`config.mk`:
```
export PLATFORM = sky130hd
export DESIGN_NAME = lsu_wb_arbiter
export DESIGN_NICKNAME = d
export VERILOG_FILES = /design/src/rtl/lsu_wb_arbiter.sv
export SDC_FILE = /design/constraint.sdc
export NUM_CORES = 1
export LEC_CHECK = 0
export CORE_AREA = 2 2 133 135
export CTS_CLUSTER_DIAMETER = 40
export CTS_CLUSTER_SIZE = 28
export DETAILED_ROUTE_END_ITERATION = 6
export DIE_AREA = 0 0 135 137
export HOLD_SLACK_MARGIN = 0.02
export RECOVER_POWER = 25
export SKIP_CTS_REPAIR_TIMING = 1
export SLEW_MARGIN = 20
export SYNTH_ARGS = -nofsm -noshare
export SYNTH_HDL_FRONTEND = slang
export SYNTH_SLANG_ARGS = --single-unit
```
`constraint.sdc`:
```
create_clock -name clk -period 2.3 [get_ports clk]
set_input_delay 0.46 -clock clk [delete_from_list [all_inputs] [get_ports clk]]
set_output_delay 0.46 -clock clk [all_outputs]
set_load 0.02 [all_outputs]
```
`src/rtl/lsu_wb_arbiter.sv`:
```
// rtl/lsu_wb_arbiter.sv - two-master round-robin Wishbone arbiter with no-ack watchdog
//
// Purpose: shares the core Wishbone master port between the LSU uncached/MMIO
// path (m0) and the fetch/PTW uncached path (m1). The grant is held for a whole
// bus cycle and released on ack, master abort (cyc dropped) or watchdog timeout.
// A timeout returns a one-cycle error pulse to the owner so a missing slave
// cannot deadlock the core.
//
// Ports:
//   clk, rstn          clock (rising edge), reset (asynchronous, active-high)
//   m0_*_i / m0_*_o    master 0 request inputs and ack/err/read-data outputs
//   m1_*_i / m1_*_o    master 1 request inputs and ack/err/read-data outputs
//   wb_*_o / wb_*_i    slave-side Wishbone bus
//   grant_o            one-hot current owner: 01 = m0, 10 = m1, 00 = none
module lsu_wb_arbiter #(
  parameter int ADDR_LEN = 39,
  parameter int DATA_LEN = 32,
  parameter int TIMEOUT  = 255,
  parameter int TO_WIDTH = 8
) (
  input  logic                  clk,
  input  logic                  rstn,

  input  logic                  m0_cyc_i,
  input  logic                  m0_stb_i,
  input  logic                  m0_we_i,
  input  logic [ADDR_LEN-1:0]   m0_adr_i,
  input  logic [DATA_LEN-1:0]   m0_dat_i,
  input  logic [DATA_LEN/8-1:0] m0_sel_i,
  output logic                  m0_ack_o,
  output logic                  m0_err_o,
  output logic [DATA_LEN-1:0]   m0_dat_o,

  input  logic                  m1_cyc_i,
  input  logic                  m1_stb_i,
  input  logic                  m1_we_i,
  input  logic [ADDR_LEN-1:0]   m1_adr_i,
  input  logic [DATA_LEN-1:0]   m1_dat_i,
  input  logic [DATA_LEN/8-1:0] m1_sel_i,
  output logic                  m1_ack_o,
  output logic                  m1_err_o,
  output logic [DATA_LEN-1:0]   m1_dat_o,

  output logic                  wb_cyc_o,
  output logic                  wb_stb_o,
  output logic                  wb_we_o,
  output logic [ADDR_LEN-1:0]   wb_adr_o,
  output logic [DATA_LEN-1:0]   wb_dat_o,
  output logic [DATA_LEN/8-1:0] wb_sel_o,
  input  logic                  wb_ack_i,
  input  logic [DATA_LEN-1:0]   wb_dat_i,

  output logic [1:0]            grant_o
);

  typedef enum logic [1:0] {
    IDLE = 2'd0,
    OWN0 = 2'd1,
    OWN1 = 2'd2
  } state_t;

  localparam logic [TO_WIDTH-1:0] TO_LAST = TO_WIDTH'(TIMEOUT - 1);
  localparam logic [TO_WIDTH-1:0] TO_MAX  = '1;

  state_t              state, next_state;
  logic                last_grant, next_last_grant;
  logic [TO_WIDTH-1:0] cnt, next_cnt;

  logic req0, req1;

  // Owner-selected view of the granted master's inputs.
  logic                  own_cyc, own_stb, own_we;
  logic [ADDR_LEN-1:0]   own_adr;
  logic [DATA_LEN-1:0]   own_dat;
  logic [DATA_LEN/8-1:0] own_sel;
  logic                  timeout;

  assign req0 = m0_cyc_i & m0_stb_i;
  assign req1 = m1_cyc_i & m1_stb_i;

  always_ff @(posedge clk or posedge rstn) begin
    if (rstn) begin
      state      <= IDLE;
      last_grant <= 1'b1;
      cnt        <= '0;
    end else begin
      state      <= next_state;
      last_grant <= next_last_grant;
      cnt        <= next_cnt;
    end
  end

  always_comb begin
    next_state      = state;
    next_last_grant = last_grant;
    next_cnt        = cnt;

    own_cyc = 1'b0;
    own_stb = 1'b0;
    own_we  = 1'b0;
    own_adr = '0;
    own_dat = '0;
    own_sel = '0;
    timeout = 1'b0;

    wb_cyc_o = 1'b0;
    wb_stb_o = 1'b0;
    wb_we_o  = 1'b0;
    wb_adr_o = '0;
    wb_dat_o = '0;
    wb_sel_o = '0;

    m0_ack_o = 1'b0;
    m0_err_o = 1'b0;
    m0_dat_o = '0;
    m1_ack_o = 1'b0;
    m1_err_o = 1'b0;
    m1_dat_o = '0;
    grant_o  = 2'b00;

    case (state)
      IDLE: begin
        // On a tie the master that did not own the bus last time wins.
        if (req0 && (!req1 || last_grant)) begin
          next_state      = OWN0;
          next_last_grant = 1'b0;
          next_cnt        = '0;
        end else if (req1) begin
          next_state      = OWN1;
          next_last_grant = 1'b1;
          next_cnt        = '0;
        end
      end

      OWN0, OWN1: begin
        if (state == OWN1) begin
          own_cyc = m1_cyc_i;
          own_stb = m1_stb_i;
          own_we  = m1_we_i;
          own_adr = m1_adr_i;
          own_dat = m1_dat_i;
          own_sel = m1_sel_i;
          grant_o = 2'b10;
        end else begin
          own_cyc = m0_cyc_i;
          own_stb = m0_stb_i;
          own_we  = m0_we_i;
          own_adr = m0_adr_i;
          own_dat = m0_dat_i;
          own_sel = m0_sel_i;
          grant_o = 2'b01;
        end

        // Priority: ack, then abort, then watchdog. An aborting master gets no err.
        timeout = !wb_ack_i && own_cyc && (cnt == TO_LAST);

        wb_cyc_o = own_cyc & ~timeout;
        wb_stb_o = own_stb & ~timeout;
        wb_we_o  = own_we;
        wb_adr_o = own_adr;
        wb_dat_o = own_dat;
        wb_sel_o = own_sel;

        if (state == OWN1) begin
          m1_ack_o = wb_ack_i;
          m1_err_o = timeout;
          m1_dat_o = wb_dat_i;
        end else begin
          m0_ack_o = wb_ack_i;
          m0_err_o = timeout;
          m0_dat_o = wb_dat_i;
        end

        // Leaving always passes through IDLE, guaranteeing a dead cycle on wb_cyc_o.
        if (wb_ack_i || !own_cyc || timeout) begin
          next_state = IDLE;
          next_cnt   = '0;
        end else if (cnt != TO_MAX) begin
          next_cnt = cnt + 1'b1;
        end
      end

      default: begin
        next_state = IDLE;
      end
    endcase
  end

endmodule

```
==> out/results.ini, run 1 <==
[outcome]
status=completed

[yosys]
ys_area_mm2=0.002577
synth_warnings=0
syn_area_per_cell_um2=7.834
synth_cell_types=40
syn_nets=525
topCellsByArea=mux2i_1 (30%), nor2b_1 (19%), and2_1 (16%)
numSynthFlops=11
synthMuxAreaShare_pct=31.36
adder_share_pct=2.427
most_common_cell=nor2b_1
yosys.stat.seqShare_pct=10.73
ys_cells=329
synth.top_cells.by_count=nor2b_1 (78), mux2i_1 (77), and2_1 (67), clkbuf_1 (16)
ys_sh_simple_pct=42.96
top_area_share_pct=29.90
async_reset_ff_share_pct=100.0
synthCells=329

[placement]
dp_hpwl_mm=13.03
io_buffers=338
place_congestion=0.7764

[detailed_routing]
wirelength_mm=16.01
drt-met1-wl_mm=6.427
vias=3785
wl_per_cell_um=17.42
drt_iter0_markers=113
antenna_left=0
drcViolationCount=0
dr_wl_met3_mm=1.457
dr_wl_met2_mm=8.045
highest_layer=met5
firstDrtPassIters=4

[worst_setup_path]
crit_required_ns=1.84
crit_type=flip-flop to output port
startpoint=state[0]$_DFFE_PP0P_
worstRegToRegCells=9
crit_cells=9
timing.rr.start=state[0]$_DFFE_PP0P_
path_common_cell=buf_6
critical_path.endpoint=wb_dat_o[27]
critical_path_buf_inv_count=6
start_kind=flip-flop
path_delay_family=buffers and inverters
crit_chain=inv_2 > ha_4 > buf_6 > buf_12 > buf_6 > clkbuf_16 > mux2i_1 > nor2b_1 > buf_4
max_stage_delay_ns=0.38
end_kind=output port
r2r_end=cnt[3]$_DFFE_PP0P_

[grt]
grt_max_degree=46
met1_usage_pct=18.37
use_met2_pct=25.63
gr-max-usage-layer=met2
grt_pass1_wl_mm=21.54

[floorplan]
core_area_mm2=0.01706
die_area_mm2=0.01850
fp_util_pct=15.11
die_h_um=137
ios=339
die_w_um=135

[timing]
tightest_slew_ns=0.4082
slew_headroom_pct=72.08
drv_slew=0
clock-skew-final_ns=0.002916
hold_slack_ns=0.5062
hold_viol=0
clock.fmax_ghz=0.4392
fin_crit_ns=2.277

[hold_path]
min_to=last_grant$_DFFE_PP1P_
min_path_cells=2
min_from=last_grant$_DFFE_PP1P_
min_path_type=flip-flop to flip-flop

[power_and_ir_drop]
pwr-share-comb_pct=91.6
ir_drop_mv=0.4592
p_total_w=0.006755
power-top-group=combinational cells
power_density_mw_per_mm2=1034
pg_clk_w=0.000320
pg_seq_w=0.000249
combinationalPower_w=0.00619
switchingPower_w=0.003302
sw_frac_of_total_pct=48.87

[clocking]
clock_latency_ns=0.24
cts.reportedPaths.clkPinSlew_ns=0.04
htreeDepth=1
cts.sinks=11
cts_root_buf=clkbuf_16
numCtsBuffers=3
clockBufferDepth=2

[flow_run]
maxCapViolations=0
tool_warnings=30

[layout]
area_growth_pct=153.5
nets=891
utilization_pct=38.31

==> run 1: layout make-up <==
class,instances,area (um2),share of cell area (%)
Clock buffer,4,78.83,1.206
Sequential cell,11,276.5,4.231
Multi-Input combinational cell,285,2233,34.18
Inverter,6,22.52,0.3446
Timing Repair Buffer,388,3642,55.73
Tap cell,225,281.5,4.308
==> run 1: metrics by stage <==
step | TNS, ns | std cells | instance area, um2 | setup slack [ns]
after CTS | -41.92 | 907 | 6659 | -0.4166
after global placement | -6.547 | 903 | 6580 | -0.3289
after detailed placement | -8.265 | 903 | 6580 | -0.3148
after global routing | -0.4813 | 919 | 6535 | -0.06170
final | 0 | 919 | 6535 | 0.02299
after floorplan | 0 | 329 | 2587 | 0.02747
==> run 1: flip-flops by register name, indices dropped and copies added (netlist names) <==
register    flops
last_grant      1
cnt             8
state           2
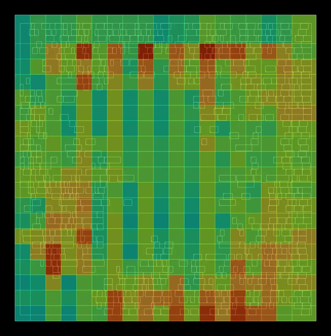
Figure 1: run 1, track usage over the die.
Total Routing Usage GR: 14.74%
met3 usage: 4.630%

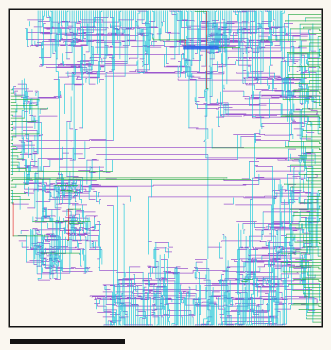
Figure 2: run 1, signal wires by layer.
The bar under the picture is 50 um long.
Key: met4 = red [wire length 64.6 um]; met1 = purple [wire length 6430 um]; met3 = green [wire length 1460 um]; met5 = blue [wire length 13.8 um]; met2 = cyan [wire length 8050 um]

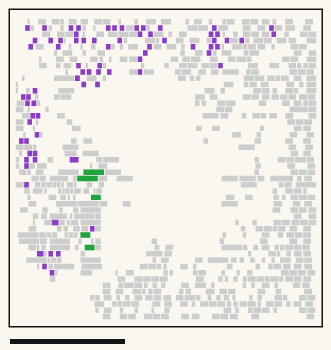
Figure 3: run 1, gate-type map.
The bar under the picture is 50 um long.
Key: adder and majority cells = green [cells 5, where left middle]; AND and OR gates = purple [cells 75]

--- run 2 (diff from run 1) ---
- CTS_CLUSTER_DIAMETER: 40 -> default
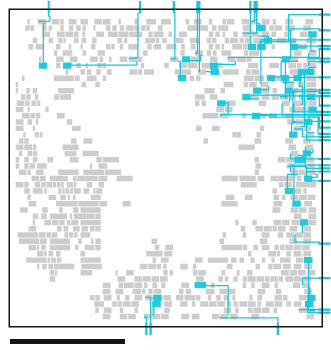
Figure 4: run 2, wires at chosen ports, followed through buffers.
The bar under the picture is 50 um long.
Key: m1_adr_i = cyan [bits 39, direction input, edge 28 right, 8 top, 3 bottom, end cells 39, wire 1120 um]

==> run 2 against run 1 <==
- sequential share of layout area unchanged
- total power unchanged
- die area unchanged
- non-clock buffer count unchanged
- synthesized area unchanged
- hold slack unchanged
- clock skew unchanged
- via count unchanged
- fmax unchanged
- flip-flop count unchanged
- largest cell class unchanged
- highest routed layer unchanged
==> out/results.ini, run 2 <==
[worst_setup_path]
start_kind=flip-flop
end_kind=output port
startpoint=state[0]$_DFFE_PP0P_
r2r_end=cnt[3]$_DFFE_PP0P_
worstRegToRegCells=9  ; unchanged
crit_type=flip-flop to output port
critical_path.endpoint=wb_dat_o[27]
crit_required_ns=1.84  ; about the same
timing.rr.start=state[0]$_DFFE_PP0P_

[timing]
clock-skew-final_ns=0.002916  ; unchanged
hold_slack_ns=0.5062  ; unchanged
layout_setup_ws_ns=0.02299  ; unchanged
clock.fmax_ghz=0.4392  ; unchanged
drv_slew=0  ; unchanged
slew_headroom_pct=72.08  ; unchanged
hold_viol=0  ; unchanged
setup_tns_ns=0  ; unchanged
tightest_slew_ns=0.4082  ; unchanged

[yosys]
numSynthFlops=11  ; unchanged
yosys.stat.seqShare_pct=10.73  ; unchanged
ys_area_mm2=0.002577  ; unchanged
most_common_cell=nor2b_1
syn_nets=525  ; unchanged
synth.top_cells.by_count=nor2b_1 (78), mux2i_1 (77), and2_1 (67), clkbuf_1 (16)
top_area_share_pct=29.90  ; unchanged
topCellsByArea=mux2i_1 (30%), nor2b_1 (19%), and2_1 (16%)
synthCells=329  ; unchanged
syn_area_per_cell_um2=7.834  ; unchanged

[layout]
utilization_pct=38.31  ; unchanged
clk_share_pct=1.206  ; unchanged
max_flop_register=cnt
n_all_inverters=6  ; unchanged
flop_area_um2=276.5  ; unchanged
buffer_area_share_pct=55.73  ; unchanged
buffers=388  ; unchanged
multi_input_comb_cells=285  ; unchanged
clock_buffers=4  ; unchanged
nets=891  ; unchanged
seq_area_share_pct=4.231  ; unchanged
reg.largest.list=cnt: 8 flops, state: 2 flops, last_grant: 1 flops
largestClassByArea=non-clock buffers
flop-count=11  ; unchanged
largest_reg_flops=8  ; unchanged

[hold_path]
min_path_cells=2  ; unchanged

[clocking]
numCtsBuffers=3  ; unchanged
clock_latency_ns=0.24  ; about the same
cts.sinks=11  ; unchanged
htreeDepth=1  ; unchanged

[detailed_routing]
wl_per_cell_um=17.42  ; unchanged
drcViolationCount=0  ; unchanged
firstDrtPassIters=4  ; unchanged
antenna_left=0  ; unchanged

[floorplan]
die_w_um=135  ; unchanged
fp_util_pct=15.11  ; unchanged
die_h_um=137  ; unchanged
die_area_mm2=0.01850  ; unchanged
tap_cells=225  ; unchanged

[placement]
place_congestion=0.7764  ; unchanged
io_buffers=338  ; unchanged

[power_and_ir_drop]
pg_seq_w=0.000249  ; about the same
pg_clk_w=0.000320  ; about the same
p_total_w=0.006755  ; unchanged
power-top-group=combinational cells
sw_frac_of_total_pct=48.87  ; unchanged

[grt]
grt_pass1_wl_mm=21.54  ; unchanged

[flow_run]
tool_warnings=30  ; unchanged
maxCapViolations=0  ; unchanged

[outcome]
status=completed

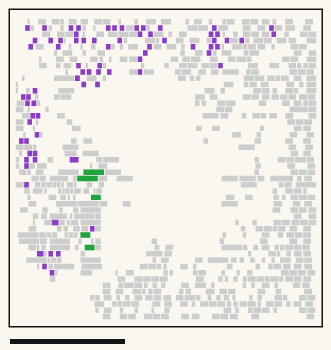
Figure 5: run 2, gate-type map.
The bar under the picture is 50 um long.
Key: adder and majority cells = green [cells 5, where left middle]; AND and OR gates = purple [cells 75]
most frequent logic cell in the layout: clkdlybuf4s50_1
combinational share of cell area: 34.18%
Post-Layout Cell Count: 919

==> run 2: cell families after synthesis <==
kind of cell	Yosys count	synth area share (%)
AND-OR/OR-AND	23	7.088
adder cells (fa/ha/maj)	5	2.427
buffers and inverters	33	5.437
flip-flops	11	10.73
multiplexers	79	31.36
AND/OR/NAND/NOR	178	42.96
==> run 2: worst max-delay path, stage by stage (launching register included) <==
cell and delay [ns]:
dfrtp_1 0.38, inv_2 0.10, ha_4 0.17, buf_6 0.10
buf_12 0.12, buf_6 0.10, clkbuf_16 0.15, mux2i_1 0.22
nor2b_1 0.07, buf_4 0.16
==> run 2: layer usage <==
metal	track usage [%]	vias up	wire, um
met5	0	-	13
met2	25.63	160	8045
met1	18.37	1766	6427
met3	4.630	8	1457
met4	1.794	2	64
li1	-	1849	-
Power and IR drop assume default switching activity.
